File: src/rtl/univ_shift_reg_pkg.sv
// Shared types and constants for the universal shift register.
// Used by univ_shift_reg and usr_bit_cell.
package univ_shift_reg_pkg;

  localparam int CNT_W = 8;

  typedef enum logic [2:0] {
    MODE_HOLD = 3'b000,
    MODE_LOAD = 3'b001,
    MODE_SHL  = 3'b010,
    MODE_SHR  = 3'b011,
    MODE_ROL  = 3'b100,
    MODE_ROR  = 3'b101,
    MODE_ASR  = 3'b110,
    MODE_CLR  = 3'b111
  } mode_e;

  typedef enum logic {
    ST_IDLE   = 1'b0,
    ST_ACTIVE = 1'b1
  } state_e;

  // Shift and rotate operations advance the sequence counter.
  function automatic logic is_counted(input mode_e m);
    return (m == MODE_SHL) || (m == MODE_SHR) || (m == MODE_ROL) ||
           (m == MODE_ROR) || (m == MODE_ASR);
  endfunction

endpackage

File: src/rtl/usr_bit_cell.sv
// One bit of the universal shift register: 8:1 next-value mux and a flop.
// Exposes its next value when UNIV_SHIFT_REG_PARITY_EN is defined.
module usr_bit_cell
  import univ_shift_reg_pkg::*;
#(
  parameter logic RST_VAL = 1'b0
) (
  input  logic  clk,
  input  logic  rst,
  input  logic  en,
  input  mode_e mode,
  input  logic  d,
  input  logic  shl_in,
  input  logic  shr_in,
  input  logic  rol_in,
  input  logic  ror_in,
  input  logic  asr_in,
`ifdef UNIV_SHIFT_REG_PARITY_EN
  output logic  nxt,
`endif
  output logic  q
);

  logic q_next;

  // NOTE: q_next gets a default before the case so no path leaves it unassigned (no latch).
  always_comb begin
    q_next = q;
    if (en) begin
      case (mode)
        MODE_HOLD: q_next = q;
        MODE_LOAD: q_next = d;
        MODE_SHL:  q_next = shl_in;
        MODE_SHR:  q_next = shr_in;
        MODE_ROL:  q_next = rol_in;
        MODE_ROR:  q_next = ror_in;
        MODE_ASR:  q_next = asr_in;
        MODE_CLR:  q_next = 1'b0;
        default:   q_next = q;
      endcase
    end
  end

  // NOTE: sequential state uses non-blocking assignments so all cells update together.
  always_ff @(posedge clk or posedge rst) begin
    if (rst) q <= RST_VAL;
    else     q <= q_next;
  end

`ifdef UNIV_SHIFT_REG_PARITY_EN
  assign nxt = q_next;
`endif

endmodule

File: src/rtl/univ_shift_reg.sv
// Universal shift register with shift-sequence counter and DONE pulse.
// Optional registered parity output PAR under UNIV_SHIFT_REG_PARITY_EN.
module univ_shift_reg
  import univ_shift_reg_pkg::*;
#(
  parameter int                 WIDTH     = 8,
  parameter int                 SHIFT_LEN = WIDTH,
  parameter logic [WIDTH-1:0]   RESET_VAL = '0
) (
  input  logic             clk,
  input  logic             rst,
  input  logic             en,
  input  logic [2:0]       mode,
  input  logic [WIDTH-1:0] d,
  input  logic             sil,
  input  logic             sir,
  output logic [WIDTH-1:0] q,
  output logic             sol,
  output logic             sor,
  output logic [CNT_W-1:0] cnt,
  output logic             busy,
  output logic             done
`ifdef UNIV_SHIFT_REG_PARITY_EN
  ,
  output logic             par
`endif
);

  localparam logic [CNT_W-1:0] LAST_CNT = CNT_W'(SHIFT_LEN - 1);

  mode_e            op;
  state_e           state, state_next;
  logic [CNT_W-1:0] cnt_next;
  logic             done_next;

  assign op = mode_e'(mode);

`ifdef UNIV_SHIFT_REG_PARITY_EN
  logic [WIDTH-1:0] q_nxt;
`endif

  // Neighbour wiring per bit: the edges take serial inputs or wrap around.
  for (genvar i = 0; i < WIDTH; i++) begin : g_bit
    logic shl_in, shr_in, rol_in, ror_in, asr_in;

    if (i == 0) begin : g_lsb
      assign shl_in = sil;
      assign rol_in = q[WIDTH-1];
    end else begin : g_low
      assign shl_in = q[i-1];
      assign rol_in = q[i-1];
    end

    if (i == WIDTH - 1) begin : g_msb
      assign shr_in = sir;
      assign ror_in = q[0];
      assign asr_in = q[WIDTH-1];
    end else begin : g_high
      assign shr_in = q[i+1];
      assign ror_in = q[i+1];
      assign asr_in = q[i+1];
    end

    usr_bit_cell #(
      .RST_VAL (RESET_VAL[i])
    ) u_cell (
      .clk    (clk),
      .rst    (rst),
      .en     (en),
      .mode   (op),
      .d      (d[i]),
      .shl_in (shl_in),
      .shr_in (shr_in),
      .rol_in (rol_in),
      .ror_in (ror_in),
      .asr_in (asr_in),
`ifdef UNIV_SHIFT_REG_PARITY_EN
      .nxt    (q_nxt[i]),
`endif
      .q      (q[i])
    );
  end

  always_comb begin
    state_next = state;
    cnt_next   = cnt;
    done_next  = 1'b0;
    if (en) begin
      if (op == MODE_LOAD) begin
        state_next = ST_ACTIVE;
        cnt_next   = '0;
      end else if (op == MODE_CLR) begin
        state_next = ST_IDLE;
        cnt_next   = '0;
      end else if (is_counted(op) && state == ST_ACTIVE) begin
        if (cnt == LAST_CNT) begin
          state_next = ST_IDLE;
          cnt_next   = '0;
          done_next  = 1'b1;
        end else begin
          cnt_next = cnt + 1'b1;
        end
      end
    end
  end

  always_ff @(posedge clk or posedge rst) begin
    if (rst) begin
      state <= ST_IDLE;
      cnt   <= '0;
      done  <= 1'b0;
    end else begin
      state <= state_next;
      cnt   <= cnt_next;
      done  <= done_next;
    end
  end

`ifdef UNIV_SHIFT_REG_PARITY_EN
  // Parity of the value Q takes on this edge, so PAR and Q stay coherent.
  always_ff @(posedge clk or posedge rst) begin
    if (rst) par <= ^RESET_VAL;
    else     par <= ^q_nxt;
  end
`endif

  assign sol  = q[WIDTH-1];
  assign sor  = q[0];
  assign busy = (state == ST_ACTIVE);

endmodule
File: config.mk
export PLATFORM = sky130hd
export DESIGN_NAME = univ_shift_reg
export DESIGN_NICKNAME = d
export VERILOG_FILES = /design/src/rtl/univ_shift_reg_pkg.sv /design/src/rtl/usr_bit_cell.sv /design/src/rtl/univ_shift_reg.sv
export SDC_FILE = /design/constraint.sdc
export NUM_CORES = 1
export LEC_CHECK = 0
export ABC_AREA = 0
export CAP_MARGIN = 40
export CELL_PAD_IN_SITES_DETAIL_PLACEMENT = 0
export CELL_PAD_IN_SITES_GLOBAL_PLACEMENT = 1
export CORE_AREA = 2 2 53 75
export DETAILED_ROUTE_END_ITERATION = 6
export DIE_AREA = 0 0 55 77
export MAX_ROUTING_LAYER = met4
export PLACE_DENSITY_LB_ADDON = 0.08
export SYNTH_ARGS = -nofsm -noshare
export SYNTH_HDL_FRONTEND = slang
export SYNTH_SLANG_ARGS = --single-unit
File: constraint.sdc
create_clock -name clk -period 4.7 [get_ports clk]
set_input_delay 0.94 -clock clk [delete_from_list [all_inputs] [get_ports clk]]
set_output_delay 0.94 -clock clk [all_outputs]
set_load 0.05 [all_outputs]
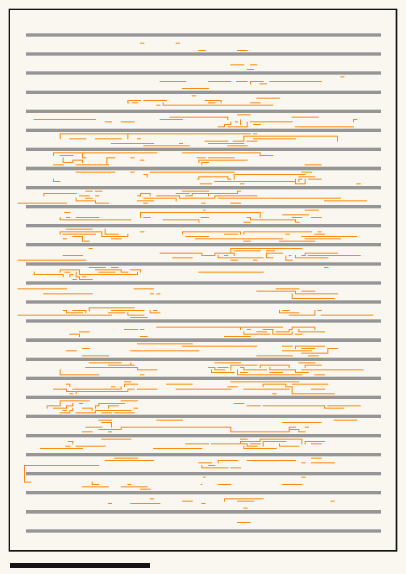
*M1 wires, run 1*
Scale bar: 20 µm. Supply wires on this layer in gray.
- share of all routed wire: 42%
- main direction: horizontal

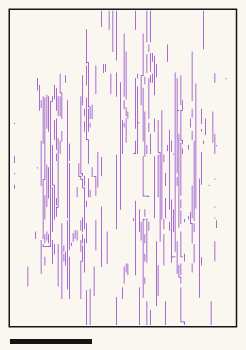
*Signal wires on met2, run 1*
Scale bar: 20 µm.
- nets with wire on the layer: 153
- longest straight run: 43.5 µm
- share of all routed wire: 52%
- wire length on this layer: 1560 µm

==> metrics.csv, run 1 <==
stage;metric;value;unit
power_and_ir_drop;Gate power share;46.4;%
synth;Post-Syn Area;1221;µm²
worst_setup_path;critical path buffer and inverter count;2;
finish;ant diodes;0;
synth;tally of unique sky130hd cells used after synthesis;34;
outcome;outcome;complete, no violations;
sta;headroom to the max-slew limit;50.93;%
clocking;Clock Sink Count;18;
sta;RSZ-0062 raised after global routing;no;
synth;Post-synth ARST share;100.0;%
finish;final design utilization;44.48;%
synth;per-instance average area after synthesis;8.979;µm²
synth;parity-gate share of the synthesized area counting xor and xnor cells;1.434;%
worst_setup_path;category of the most critical setup path;input port to flop;
synth;post-synthesis register bit count;18;
sta;post-layout period usage;64.55;%
place;number of input and output port buffers inserted;35;
clocking;Clk Tree Root Cell;sky130_fd_sc_hd__clkbuf_8;
grt;pin count of the biggest net entering global routing;19;
detailed_routing;Iteration-0 DRC Markers;11;
finish;final std cells w/o fill;202;
grt;vias in the first global route;1037;
clocking;insertion delay to the later sink of the worst-skew pair;0.25;ns
power_and_ir_drop;power density over cell area;420.8;nW/µm²
die;Starting Density;34.13;%
detailed_routing;Avg WL per Cell;14.97;µm
synth;Post-synth seq share;36.89;%
power_and_ir_drop;static leakage;0.6323;nW
power_and_ir_drop;Peak VDD IR;0.3231;mV
flow_run;OpenROAD warnings;26;
detailed_routing;total vias in the final route;1070;
power_and_ir_drop;cell internal power dissipation;372.0;µW
worst_setup_path;worst path required time;4.88;ns
flow_run;max_cap viols;0;
power_and_ir_drop;portion of total power attributed to sequential cells;34.6;%
clocking;buffers from clock root to sink, at most;2;
detailed_routing;count of TritonRoute iterations in the first routing pass;4;
worst_setup_path;Crit path arrival time;3.21;ns
clocking;setup bufs post-CTS;0;
clocking;post-cts hold-fix buffer tally;0;
worst_setup_path;Slowest cell on crit path;sky130_fd_sc_hd__clkdlybuf4s50_1;
synth;multiplexer share of the synthesized area;11.48;%
detailed_routing;Via density;5.297;
grt;global-route wire length before repair;4.947;mm
synth;EDFF count, synth;0;
grt;number of antenna violations at the first check in global routing;0;
min_path;worst min path class;flop to flop;
place;cell area after placement;1536;µm²
synth;instance tally after logic synthesis;136;
clocking;clock tree from TritonCTS;built;
finish;fraction of final layout cells with drive strength greater than 1;5.625;%
worst_setup_path;worst reg-to-reg setup slack;2.83;ns
finish;most frequent logic cells in the routed design;35 x sky130_fd_sc_hd__clkdlybuf4s50_1, 18 x sky130_fd_sc_hd__nand2_1, 18 x sky130_fd_sc_hd__dfrtp_1;
clocking;number of CTS-inserted buffers;3;
worst_setup_path;CP dominant cell by count;sky130_fd_sc_hd__a21oi_1;
sta;Max Fclk;329.6;MHz
sta;final count of hold timing violations;0;
power_and_ir_drop;post-layout total power;669.8;µW
place;pre-CTS setup slack;1.415;ns
finish;Post-layout nets;179;
detailed_routing;DRT antenna net count;0;
worst_setup_path;Max stage delay on crit path;0.71;ns
worst_setup_path;sort of element at the start of the critical path;input port;
finish;layout-stage area growth over the synthesis result;30.33;%
sta;worst clock skew on the final layout;0.004593;ns
synth;share of synthesized cell area in and-or and or-and compound cells;20.29;%
finish;summed area of non-filler cells in the final layout;1592;µm²
detailed_routing;number of remaining DRC errors;0;
sta;Final WS setup;1.666;ns
detailed_routing;total detailed-routing wirelength;3.024;mm
die;placeable core region;3578;µm²
synth;chip area from the yosys synthesis statistics;1221;µm²
worst_setup_path;kind of cell adding the most delay to the critical path;buffers and inverters;
die;die width;55;µm
clocking;H-tree levels;1;
synth;Warnings, synthesis;0;
die;die extent in y;77;µm
synth;Post-synth top flop;sky130_fd_sc_hd__dfrtp_1;
synth;largest family of logic cells by area;AND-OR/OR-AND gates;
grt;total congestion overflow;0;
sta;fin. max-slew vios;0;
sta;Post-Route Hold Slack;0.5538;ns
clocking;Resized cells post-CTS;0;
synth;cells in synth_stat.txt;136;
power_and_ir_drop;switching share of total power;44.46;%
sta;worst slew pin tran;0.7337;ns
power_and_ir_drop;part of the total power dissipated in the clock network;19.0;%
synth;adder and majority gate portion of the synthesized area;2.049;%
synth;Simple Share, Synth;18.55;%
sta;Setup violations, final;0;
finish;most common cell after layout, fill and taps aside;sky130_fd_sc_hd__clkdlybuf4s50_1;
place;total half-perimeter wirelength after legalization and detailed placement;2.223;mm
sta;post-layout minimum cycle time;3.034;ns
place;placer congestion estimate;0.7708;
clocking;clock transition time at the flip-flop clock pins of the worst setup and hold paths;0.07;ns
power_and_ir_drop;switching power of the nets;297.8;µW
sta;Post-Route Setup TNS;0;ns
worst_setup_path;largest driver fanout on the critical path;16;
die;number of cell rows;26;
finish;# fillers;381;
worst_setup_path;Crit. End Element;flop;
grt;overall routing resource usage;15.81;%
synth;Floorplan Nets;154;
die;# IOs;36;
place;number of cells in the design after placement;198;
worst_setup_path;cells traversed along the worst timing path;clkdlybuf4s50_1 > inv_1 > ha_1 > a21oi_1 > o22a_1 > or4_1 > a21oi_1;
die;Chip Area;4235;µm²
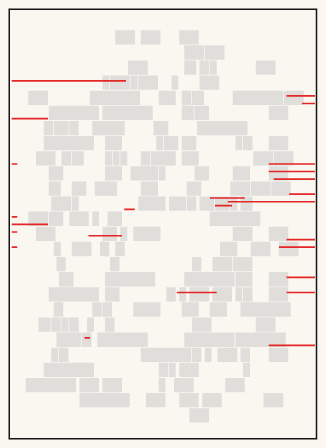
*Signal wires on met3, run 1*
Cells faint in the background.
- main direction: horizontal
- share of all routed wire: 4.6%

-- run 1: worst paths after layout --
check                           startpoint                 to  depth (start not counted)
worst min register to register      cnt[1]             cnt[1]                          2
worst max register to register      cnt[4]               busy                          4
max in group asynchronous              rst  g_bit[1].u_cell.q                          2
worst max-delay path               mode[1]             cnt[5]                          7
min in group asynchronous              rst             cnt[2]                          2
worst min-delay path                cnt[1]             cnt[1]                          2
-- run 1: Yosys cell counts (3+ instances only) --
cell	instances	area (µm²)
sky130_fd_sc_hd__buf_4	8	60.06
sky130_fd_sc_hd__clkbuf_1	3	11.26
sky130_fd_sc_hd__o2bb2ai_1	5	43.79
sky130_fd_sc_hd__o31ai_1	4	30.03
sky130_fd_sc_hd__a21oi_1	8	40.04
sky130_fd_sc_hd__mux2i_1	14	140.1
sky130_fd_sc_hd__inv_1	5	18.77
sky130_fd_sc_hd__buf_2	4	20.02
sky130_fd_sc_hd__dfrtp_1	18	450.4
sky130_fd_sc_hd__nand3b_1	4	30.03
sky130_fd_sc_hd__o21ai_0	16	80.08
sky130_fd_sc_hd__or4_1	3	22.52
sky130_fd_sc_hd__nand2_1	18	67.56
-- run 1: cell families after synthesis --
logic type,count (synthesis)
AOI/OAI and AO/OA,39
xor gates and xnor gates,2
adders and majority gates,2
buffers and inverters,21
DFF,18
muxes,14
and+or+nand+nor,40
-- run 1: area by class of cell --
class	count	area (µm²)	share of cell area (%)
inverter	5	18.77	1.179
sequential	18	450.4	28.30
tap	42	52.55	3.302
clock buffer	4	55.05	3.459
multi-input combinational	97	656.9	41.27
timing repair buffer	36	357.8	22.48
-- run 1: layer usage --
metal | vias to the layer above | track usage [%] | part of all wire (%)
met5 | - | - | 0
met4 | 0 | 5.854 | 1.4
met3 | 4 | 2.140 | 4.5
met2 | 28 | 25.48 | 52
met1 | 509 | 19.46 | 42
li1 | 529 | - | -
-- run 1: power by group through the flow --
| stage | logic [mW] | registers (mW) | clock network (mW) |
|---|---|---|---|
| after CTS | 0.314 | 0.232 | 0.134 |
| after global placement | 0.310 | 0.235 | 0 |
| after global routing | 0.334 | 0.238 | 0.139 |
| after floorplan | 0.143 | 0.307 | 0 |
| final | 0.311 | 0.232 | 0.128 |
| after detailed placement | 0.314 | 0.234 | 0 |
-- run 1: flip-flops by register name (all words and copies together), names as in the netlist --
signal / flops
busy: 1
cnt: 8
done: 1
g_bit.u_cell.q: 8
-- run 1: worst min-delay path, stage by stage, from the launching register on --
cell and delay, ns:
sky130_fd_sc_hd__dfrtp_1 0.38, sky130_fd_sc_hd__nand2_1 0.06, sky130_fd_sc_hd__o21ai_0 0.07
==> inputs of run 2 (changes only) <==
CORE_AREA = 2 2 54 76   (was 2 2 53 75)
DIE_AREA = 0 0 56 78   (was 0 0 55 77)
clock period = 2.9 ns   (was 4.7 ns; I/O delays follow)
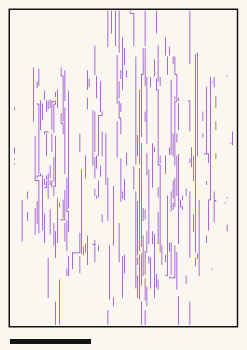
*Signal wires on met2, run 2*
Scale bar: 20 µm.
- nets with wire on the layer: 155
- wire length on this layer: 1590 µm
- share of all routed wire: 52%

==> metrics.csv, run 2 <==
stage;metric;value;unit;change
outcome;outcome;complete, no violations;;
synth;Area contributors post-synth;sky130_fd_sc_hd__dfrtp_1 37%, sky130_fd_sc_hd__mux2i_1 11%, sky130_fd_sc_hd__o21ai_0 6.6%, sky130_fd_sc_hd__nand2_1 5.5%, sky130_fd_sc_hd__buf_4 4.9%;;
sta;Max Fclk;423.0;MHz;
clocking;buffers from clock root to sink, at most;2;;unchanged
sta;worst slew pin tran;0.7287;ns;-0.005033 ns
detailed_routing;Via density;5.234;;-1.2%
sta;headroom to the max-slew limit;51.37;%;+0.44 points
finish;most frequent logic cells in the routed design;35 x sky130_fd_sc_hd__clkdlybuf4s50_1, 18 x sky130_fd_sc_hd__nand2_1, 18 x sky130_fd_sc_hd__dfrtp_1;;
detailed_routing;total vias in the final route;1073;;+0.28%
detailed_routing;total detailed-routing wirelength;3.025;mm;about the same
synth;area share, top type;36.89;%;unchanged
worst_setup_path;worst flop-to-flop path startpoint;cnt[4];;
die;number of cell rows;26;;unchanged
finish;sequential cell area in the final layout;450.4;µm²;unchanged
synth;most common library cells after synthesis;18 x sky130_fd_sc_hd__dfrtp_1, 18 x sky130_fd_sc_hd__nand2_1, 16 x sky130_fd_sc_hd__o21ai_0;;
synth;Post-synth seq share;36.89;%;unchanged
finish;ant diodes;0;;unchanged
detailed_routing;Iteration-0 DRC Markers;23;;+12
power_and_ir_drop;power density over cell area;678.2;nW/µm²;+61%
worst_setup_path;depth of the worst register-to-register path;4;;unchanged
worst_setup_path;endpoint of the most critical register-to-register path;busy;;
sta;Post-Route Setup TNS;0;ns;unchanged
sta;post-layout period usage;81.52;%;
grt;overall routing resource usage;15.39;%;-0.42 points
finish;final std cells w/o fill;205;;+1.5%
grt;pin count of the biggest net entering global routing;19;;unchanged
synth;chip area from the yosys synthesis statistics;1221;µm²;unchanged
finish;fraction of final layout cells with drive strength greater than 1;7.362;%;+1.7 points
worst_setup_path;worst reg-to-reg setup slack;1.05;ns;-1.78 ns
worst_setup_path;sort of element at the start of the critical path;input port;;
sta;fin. max-slew vios;0;;unchanged
synth;Post-Syn Area;1221;µm²;unchanged
place;placer congestion estimate;0.7271;;-5.7%
grt;number of antenna violations at the first check in global routing;0;;unchanged
worst_setup_path;Crit. End Element;flop;;
synth;post-synthesis register bit count;18;;unchanged
worst_setup_path;largest driver fanout on the critical path;16;;unchanged
place;number of input and output port buffers inserted;35;;unchanged
clocking;insertion delay to the later sink of the worst-skew pair;0.25;ns;about the same
die;die width;56;µm;+1.8%
finish;Logic cell area;656.9;µm²;unchanged
synth;EDFF count, synth;0;;unchanged
detailed_routing;count of TritonRoute iterations in the first routing pass;4;;unchanged
detailed_routing;Avg WL per Cell;14.76;µm;-1.4%
sta;post-layout minimum cycle time;2.364;ns;
synth;Post-synth ARST share;100.0;%;unchanged
synth;cell type with the largest total area after synthesis;sky130_fd_sc_hd__dfrtp_1;;
flow_run;OpenROAD warnings;26;;unchanged
sta;worst clock skew on the final layout;0.001458;ns;-0.003135 ns
clocking;number of CTS-inserted buffers;3;;unchanged
flow_run;max_cap viols;0;;unchanged
die;die extent in y;78;µm;+1.3%
grt;total congestion overflow;0;;unchanged
synth;tally of unique sky130hd cells used after synthesis;34;;unchanged
synth;cells in synth_stat.txt;136;;unchanged
die;Starting Density;33.52;%;-0.61 points
finish;most common cell after layout, fill and taps aside;sky130_fd_sc_hd__clkdlybuf4s50_1;;
sta;final count of hold timing violations;0;;unchanged
clocking;Clock Sink Count;18;;unchanged
sta;RSZ-0062 raised after global routing;no;;
grt;vias in the first global route;1101;;+6.2%
finish;biggest regs;cnt x8, g_bit.u_cell.q x8;;
finish;final design utilization;44.30;%;-0.18 points
synth;Warnings, synthesis;0;;unchanged
die;placeable core region;3643;µm²;+1.8%
detailed_routing;number of remaining DRC errors;0;;unchanged
sta;Setup violations, final;0;;unchanged
synth;per-instance average area after synthesis;8.979;µm²;unchanged
die;Chip Area;4368;µm²;+3.1%
clocking;Resized cells post-CTS;0;;unchanged
finish;summed area of non-filler cells in the final layout;1614;µm²;+1.4%
clocking;Clk Tree Root Cell;sky130_fd_sc_hd__clkbuf_8;;
synth;Post-synth top flop;sky130_fd_sc_hd__dfrtp_1;;
min_path;hold path start;busy;;
die;# IOs;36;;unchanged
min_path;hold path cells;2;;unchanged
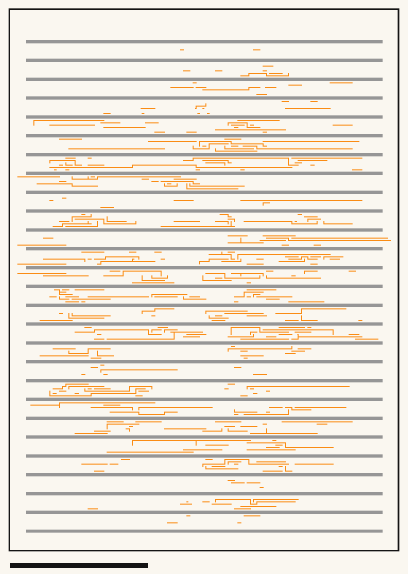
*M1 wires, run 2*
Scale bar: 20 µm. Supply wires on this layer in gray.
- wire length on this layer: 1290 µm
- main direction: horizontal
- longest straight run: 17.5 µm
- nets with wire on the layer: 159

==> run 2: how the worst max path moves through the flow <==
stage	from	endpoint	slack [ns]	cells past startpoint
after global placement	mode[1]	cnt[5]	0.30	7
after detailed placement	mode[1]	cnt[5]	0.26	7
after global routing	mode[1]	cnt[5]	0.41	7
final	mode[1]	cnt[5]	0.54	7
after CTS	mode[1]	cnt[5]	0.53	7
after floorplan	mode[1]	cnt[0]	0.81	8
==> run 2: stage by stage <==
stage | power (mW) | worst slack [ns] | hold slack [ns]
2_1_floorplan | 0.7298 | 0.8072 | 0.4940
3_3_place_gp | 0.8915 | 0.3044 | 0.5508
3_5_place_dp | 0.8967 | 0.2551 | 0.5604
4_1_cts | 1.114 | 0.5277 | 0.5746
5_1_grt | 1.170 | 0.4075 | 0.6109
6_report | 1.095 | 0.5358 | 0.5597
==> run 2: kinds of logic (layout without fill, tap and decap cells) <==
group	after synthesis	after routing	share of synthesized area, %
buf+inv	21	48	9.324
xor+xnor	2	2	1.435
mux	14	14	11.48
compound gates	39	39	20.29
fa+ha+maj	2	2	2.049
simple gates	40	40	18.55
flops	18	18	36.89
==> run 2: metal layers <==
layer  part of all wire [%]  vias up  GRT usage [%]
met5                      0        -              -
met4                    1.0        0          5.000
met3                    3.8        4          2.167
met2                     52       25          26.00
met1                     43      506          18.78
li1                       -      538              -
==> run 2: area by class of cell <==
class	count	area share, %
Multi-Input combinational cell	97	40.70
Clock buffer	4	3.411
Tap cell	42	3.256
Timing Repair Buffer	39	23.57
Sequential cell	18	27.91
Inverter	5	1.163
==> run 2: power breakdown <==
part / leakage (nW) / internal (mW) / switching (mW)
clock network: 0.0288 / 0.121 / 0.0890
logic: 0.380 / 0.183 / 0.325
registers: 0.238 / 0.303 / 0.0743
total: 0.647 / 0.606 / 0.488
==> run 2: worst max-delay path: stages <==
cell	delay, ns
sky130_fd_sc_hd__clkdlybuf4s50_1	0.48
sky130_fd_sc_hd__inv_1	0.05
sky130_fd_sc_hd__ha_1	0.27
sky130_fd_sc_hd__a21oi_1	0.05
sky130_fd_sc_hd__o22a_1	0.40
sky130_fd_sc_hd__or4_1	0.56
sky130_fd_sc_hd__a21oi_1	0.15
==> inputs of run 3 (changes only) <==
clock period = 2.22 ns   (was 2.9 ns; I/O delays follow)
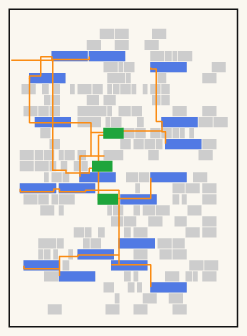
*Routed clock nets over the placement, run 3*
- orange: clock wires (length 280 µm)
- green: cells driving clock nets (count 3)
- blue: flip-flops (count 18)
- routed clock nets: 4

==> metrics.csv, run 3 <==
stage;metric;value;unit;change
die;number of cell rows;26;;unchanged
clocking;H-tree levels;1;;
finish;biggest regs;cnt x8, g_bit.u_cell.q x8;;
die;Chip Area;4368;µm²;unchanged
power_and_ir_drop;switching share of total power;43.72;%;-0.89 points
place;total half-perimeter wirelength after legalization and detailed placement;2.306;mm;
sta;worst slew pin tran;0.4979;ns;-0.2308 ns
synth;EDFF count, synth;0;;unchanged
outcome;outcome;complete, no violations;;
clocking;buffers from clock root to sink, at most;2;;unchanged
die;die extent in y;78;µm;unchanged
synth;Post-synth top flop;sky130_fd_sc_hd__dfrtp_1;;
synth;Floorplan Nets;154;;
sta;Setup violations, final;0;;unchanged
synth;chip area from the yosys synthesis statistics;1221;µm²;unchanged
power_and_ir_drop;switching power of the nets;631.6;µW;+29%
sta;final count of hold timing violations;0;;unchanged
clocking;number of CTS-inserted buffers;3;;unchanged
power_and_ir_drop;cell internal power dissipation;812.9;µW;+34%
synth;instance tally after logic synthesis;136;;
grt;number of antenna violations at the first check in global routing;0;;unchanged
power_and_ir_drop;power density over cell area;852.6;nW/µm²;+26%
clocking;Clock Sink Count;18;;unchanged
sta;post-layout period usage;94.32;%;
synth;Post-synth seq share;36.89;%;unchanged
power_and_ir_drop;Gate power share;47.5;%;+1.1 points
flow_run;max_cap viols;0;;unchanged
detailed_routing;Avg WL per Cell;14.33;µm;-2.9%
synth;cell type with the largest total area after synthesis;sky130_fd_sc_hd__dfrtp_1;;
worst_setup_path;Crit. End Element;flop;;
grt;total congestion overflow;0;;unchanged
synth;area share, top type;36.89;%;unchanged
detailed_routing;Via density;5.206;;-0.55%
worst_setup_path;Crit path arrival time;2.27;ns;
worst_setup_path;crit path launch;mode[2];;
clocking;insertion delay to the later sink of the worst-skew pair;0.25;ns;about the same
synth;Warnings, synthesis;0;;unchanged
synth;Area contributors post-synth;sky130_fd_sc_hd__dfrtp_1 37%, sky130_fd_sc_hd__mux2i_1 11%, sky130_fd_sc_hd__o21ai_0 6.6%, sky130_fd_sc_hd__nand2_1 5.5%, sky130_fd_sc_hd__buf_4 4.9%;;
power_and_ir_drop;post-layout total power;1.444;mW;+32%
detailed_routing;total vias in the final route;1114;;+3.8%
clocking;clock transition time at the flip-flop clock pins of the worst setup and hold paths;0.07;ns;
worst_setup_path;sort of element at the start of the critical path;input port;;
place;placer congestion estimate;0.7479;;+2.9%
die;# IOs;36;;unchanged
clocking;clock tree from TritonCTS;built;;
die;die width;56;µm;unchanged
finish;layout-stage area growth over the synthesis result;38.73;%;
worst_setup_path;worst flop-to-flop path startpoint;cnt[4];;
sta;Max Fclk;477.6;MHz;
synth;Post-synth ARST share;100.0;%;unchanged
synth;most common library cells after synthesis;18 x sky130_fd_sc_hd__dfrtp_1, 18 x sky130_fd_sc_hd__nand2_1, 16 x sky130_fd_sc_hd__o21ai_0;;
grt;pin count of the biggest net entering global routing;19;;unchanged
clocking;post-cts hold-fix buffer tally;0;;
finish;Post-layout nets;191;;
power_and_ir_drop;Peak VDD IR;0.6629;mV;
die;Starting Density;33.52;%;unchanged
detailed_routing;DRT antenna net count;0;;
finish;most frequent logic cells in the routed design;35 x sky130_fd_sc_hd__clkdlybuf4s50_1, 18 x sky130_fd_sc_hd__nand2_1, 18 x sky130_fd_sc_hd__dfrtp_1;;
clocking;Clk Tree Root Cell;sky130_fd_sc_hd__clkbuf_8;;
sta;headroom to the max-slew limit;66.71;%;+15 points
die;placeable core region;3643;µm²;unchanged
detailed_routing;total detailed-routing wirelength;3.067;mm;+1.4%
detailed_routing;number of remaining DRC errors;0;;unchanged
power_and_ir_drop;static leakage;0.6933;nW;
sta;post-layout minimum cycle time;2.094;ns;
worst_setup_path;category of the most critical setup path;input port to flop;;
power_and_ir_drop;portion of total power attributed to sequential cells;33.8;%;-0.6 points
worst_setup_path;worst path required time;2.40;ns;
detailed_routing;Iteration-0 DRC Markers;25;;+8.7%
grt;global-route wire length before repair;5.250;mm;
clocking;setup bufs post-CTS;0;;
min_path;worst min path class;input port to async pin;;
flow_run;OpenROAD warnings;26;;unchanged
finish;most common cell after layout, fill and taps aside;sky130_fd_sc_hd__clkdlybuf4s50_1;;
synth;Post-Syn Area;1221;µm²;unchanged
detailed_routing;count of TritonRoute iterations in the first routing pass;4;;unchanged
finish;fraction of final layout cells with drive strength greater than 1;12.21;%;+4.8 points
finish;ant diodes;0;;unchanged
sta;worst clock skew on the final layout;0.0007779;ns;-0.0006800 ns
clocking;Resized cells post-CTS;0;;unchanged
place;number of input and output port buffers inserted;35;;unchanged
grt;overall routing resource usage;15.14;%;-0.26 points
synth;per-instance average area after synthesis;8.979;µm²;unchanged
sta;fin. max-slew vios;0;;unchanged
grt;vias in the first global route;1088;;-1.2%
synth;post-synthesis register bit count;18;;unchanged
synth;cells in synth_stat.txt;136;;unchanged
worst_setup_path;largest driver fanout on the critical path;8;;-8
power_and_ir_drop;part of the total power dissipated in the clock network;18.7;%;-0.5 points
synth;tally of unique sky130hd cells used after synthesis;34;;unchanged
sta;RSZ-0062 raised after global routing;no;;
sta;Post-Route Hold Slack;0.5107;ns;-0.04899 ns
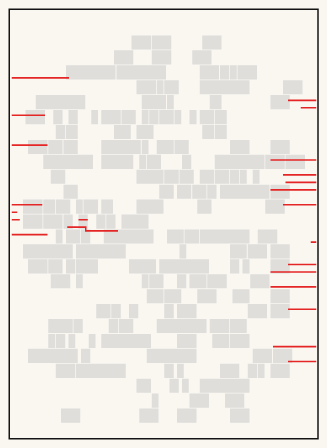
*Signal wires on met3, run 3*
Cells faint in the background.
- main direction: horizontal
- nets with wire on the layer: 22
- longest straight run: 10.1 µm

==> run 3: cell counts after synthesis <==
Identical to the previous run, type by type.
==> run 3: final timing paths <==
path | slack, ns | end | cells after the start
hold reg to reg | 0.54 | cnt[1] | 2
setup reg to reg | 0.40 | cnt[5] | 5
max in group asynchronous | 1.51 | cnt[7] | 3
min in group clk | 0.54 | cnt[1] | 2
hold / removal | 0.51 | cnt[0] | 3
setup / recovery | 0.13 | cnt[5] | 7
==> run 3: layout make-up <==
| cell class | count | area, µm² |
|---|---|---|
| Sequential cell | 18 | 450.4 |
| Timing Repair Buffer | 48 | 460.4 |
| Fill cell | 372 | 1949 |
| Inverter | 5 | 18.77 |
| Multi-Input combinational cell | 97 | 656.9 |
| Clock buffer | 4 | 55.05 |
| Tap cell | 42 | 52.55 |
==> run 3: cell families after synthesis <==
| family | Yosys count | share of synthesized area (%) |
|---|---|---|
| and+or+nand+nor | 40 | 18.55 |
| AOI/OAI and AO/OA | 39 | 20.29 |
| muxes | 14 | 11.48 |
| buffers and inverters | 21 | 9.324 |
| xor gates and xnor gates | 2 | 1.435 |
| DFF | 18 | 36.89 |
| adders and majority gates | 2 | 2.049 |
==> run 3: per-stage QoR <==
step                      setup WS (ns)  utilization (%)  std cells  area (µm²)  setup TNS (ns)
after floorplan                  0.2601                -        136        1221               0
after global placement         -0.08559            44.99        210        1639         -0.4035
after detailed placement        -0.1573            44.99        210        1639         -0.6425
after CTS                        0.1179            46.50        214        1694               0
after global routing            0.04122            46.50        214        1694               0
final                            0.1261            46.50        214        1694               0
==> run 3: power groups by stage <==
stage / Sequential, mW / Combinational, mW / Clock (mW)
finish: 0.489 / 0.686 / 0.270
global route: 0.505 / 0.731 / 0.293
CTS: 0.490 / 0.693 / 0.282
detailed placement: 0.493 / 0.693 / 0
global placement: 0.495 / 0.689 / 0
floorplan: 0.650 / 0.303 / 0
==> run 3: critical path, stage by stage <==
cell and delay, ns:
sky130_fd_sc_hd__clkdlybuf4s50_1 0.48, sky130_fd_sc_hd__inv_1 0.05, sky130_fd_sc_hd__ha_1 0.26, sky130_fd_sc_hd__a21oi_1 0.05, sky130_fd_sc_hd__o22a_1 0.30, sky130_fd_sc_hd__or4_1 0.53
sky130_fd_sc_hd__a21oi_1 0.16
==> run 3: routing by layer <==
layer | vias to the layer above | track usage (%) | routed length, µm
met5 | - | - | 0
met4 | 0 | 4.286 | 27
met3 | 2 | 1.833 | 125
met2 | 23 | 26.47 | 1581
met1 | 529 | 18.13 | 1333
li1 | 560 | - | -
Power figures rest on the tool's default switching activity, not on a simulated workload.
